Design pmc_dc_serializer, sky130hd; sources not shown.
Figure 1. Sequential cells grouped by signal name.
Other sequential cells in the stronger grey, the rest of the logic in the fainter grey.
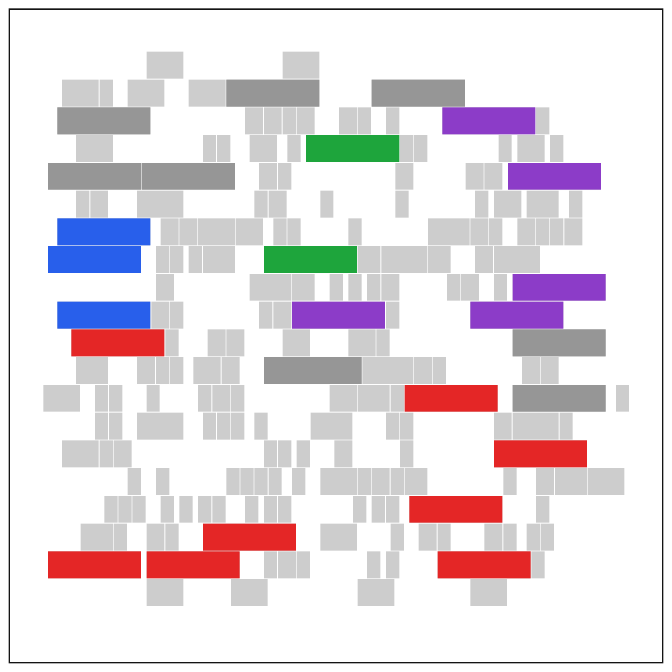
green -> state_q  # flops 2
red -> shadow_q  # flops 8
blue -> pbit_q  # flops 3
purple -> bit_cnt_q  # flops 5, where east
not coloured = 8
register fraction of the total cell area: 38.97%
area taken by flip-flops and latches: 651.9 sq um
final cell utilization of the core: 53.48%
Sequential Power: 0.301 mW

Figure 2. Pin map.
Pins as bars across the die edge, other pins in grey.
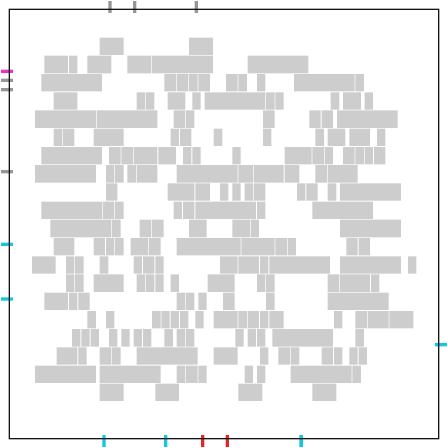
magenta -> clk  # pins 1, direction input, edge west
cyan -> th  # pins 6, direction input, edge 3 south, 2 west, 1 east
red -> res  # pins 2, direction input, edge south
height of the chip: 63.90 um
die width: 63.90 um
count of buffers inserted at the top-level ports: 14

Figure 3. Congestion heat map.
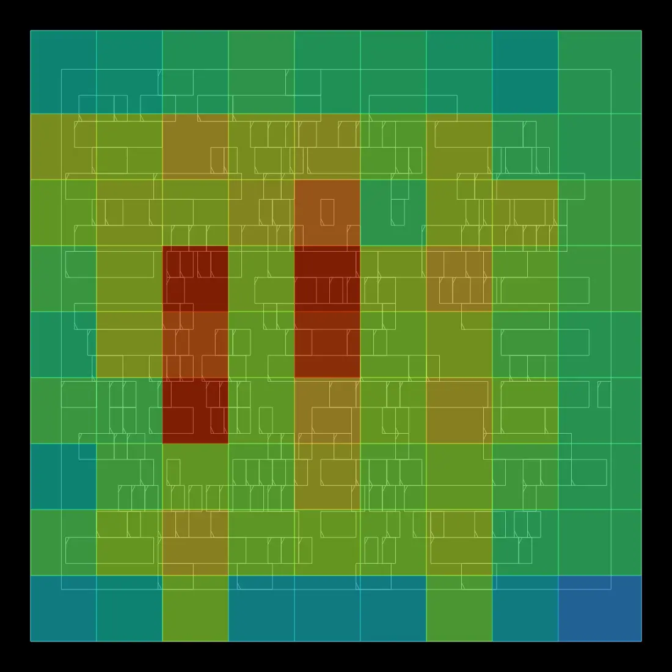
most heavily used metal layer in global routing: met2
overall global routing resource usage: 16.05%
met2 usage in global routing: 24.26%

==> design notes <==
The run finished with clean final reports. The logs give 0 for the synthesis warning total and 0 for the number of maximum-capacitance violations. The wire length on met3 is 62 um, and the number of search-and-repair iterations in the first detailed-routing pass is 4.

Headroom to the max-slew limit: 34.11%. The cell count after synthesis came out at 190. The standby leakage power is 0.8239 nW, and the setup slack of the worst register-to-register path is 1670 ps.

With the number of buffers and inverters on the critical path at 1, the top cell type's share of synthesized area is 42.41%. The post-route fraction of the period consumed by the critical path came out at 58.54%. Among all stages on the critical path, the maximum delay recorded is 630 ps. The most common logic cell in the routed design is nand2_1. As reported, the later end of the worst-skew pair has a clock insertion delay of 320 ps. The most popular library cell in the synthesized design by count is nand2_1. Hold is met by 452.6 ps.

With the share of flip-flops with an asynchronous set or reset after synthesis at 100.0%, the initial standard-cell utilization of the core is 47.16%. The detailed router put a total of 1517 um of wire on met1. In the final report, the number of pins over their slew limit comes to 0. Gates resized during post-CTS repair numbered 0. Final-layout fill cell count: 321.

Dividing the detail-routed via count by the number of cells gives 4.779. In the global route stage, met3 resource usage came out at 2.460%. The clock passes through at most 2 buffers.

The final weighted congestion in routability-driven placement was 0.7610; the sum of met2 wire segment lengths after detailed routing was 1246 um. Along the worst path, the maximum fanout reaches 2. The logic depth of the worst path, buffers included was 1; the overall via count from detail_route was 1190. For the final setup violation count, the log shows 0. Per the OpenROAD floorplan log, the area of the die is 0.004083 sq mm.

CTS placed an instance of clkbuf_4 at the clock tree root. With the flip-flop count of the largest register after layout at 8, the final worst setup slack is 1451 ps. For the initial antenna violation count, the log shows 0. According to the timing report, the data required time at the worst endpoint equals 2800 ps. The logs give 23.27% for the met1 global-route usage and 26 for the number of sinks handled by clock tree synthesis.

The run gives 2049 ps for the final critical delay including setup and external delays. Summing all placed instances gives a cell area of 0.001637 sq mm. Yosys attributes the largest share of cell area to dfrtp_1 42%, nand2_1 13%, inv_1 7.6%, nand3_1 5.1%, ha_1 4.2%. The tools report the type of destination of the critical path as an output pin. The run gives 1 for the worst hold path depth.

Setup repair after global routing left no endpoint under its margin. Hold-check failures listed in the final report amount to 0. Entering global routing, the biggest net connects 27 pins. The run gives 28 for the post-synthesis cell type count. The cell type with the largest total area was dfrtp_1. Signal routing reaches up to met4.

After routing the design area is 0.001673 sq mm. The net count of the finished layout is 221. For this block, the initial DRC count from the detailed router was 43.

The most common logic cells in the final layout are 53 x nand2_1, 30 x inv_1, 25 x dfrtp_1, 15 x nand3_1, 14 x clkdlybuf4s50_1. The number of OpenROAD warnings works out to 26. Walking the worst path, the cells encountered are clkdlybuf4s50_1. First-pass GRT wire length: 5250 um.

The completed layout was analyzed and its total power is 0.4808 mW. For the residual antenna-violating net count after detailed routing, the log shows 0. Summed over all failing endpoints, the final setup total negative slack is 0 ps. The worst setup path is launched from a flip-flop.
==> cells by family after synthesis <==
| family | Yosys count | share of synthesized area, % |
|---|---|---|
| simple gates | 97 | 30.19 |
| buf+inv | 36 | 10.69 |
| xor+xnor | 2 | 1.188 |
| compound gates | 24 | 9.501 |
| flops | 26 | 44.19 |
| fa+ha+maj | 5 | 4.241 |
==> area by class of cell <==
| cell class | count | area share (%) |
|---|---|---|
| multi-input cells | 128 | 39.79 |
| flip-flops and latches | 26 | 38.97 |
| repair buffers | 14 | 8.377 |
| inverters | 33 | 7.405 |
| well taps | 44 | 3.291 |
| clock buffers | 4 | 2.169 |
==> power by group <==
group | internal [mW] | switching [mW] | total (mW)
Sequential | 0.301 | 0 | 0.301
Clock | 0.0636 | 0.0876 | 0.151
Combinational | 0.0132 | 0.0159 | 0.0292
Power is estimated from default activity; no workload was simulated.
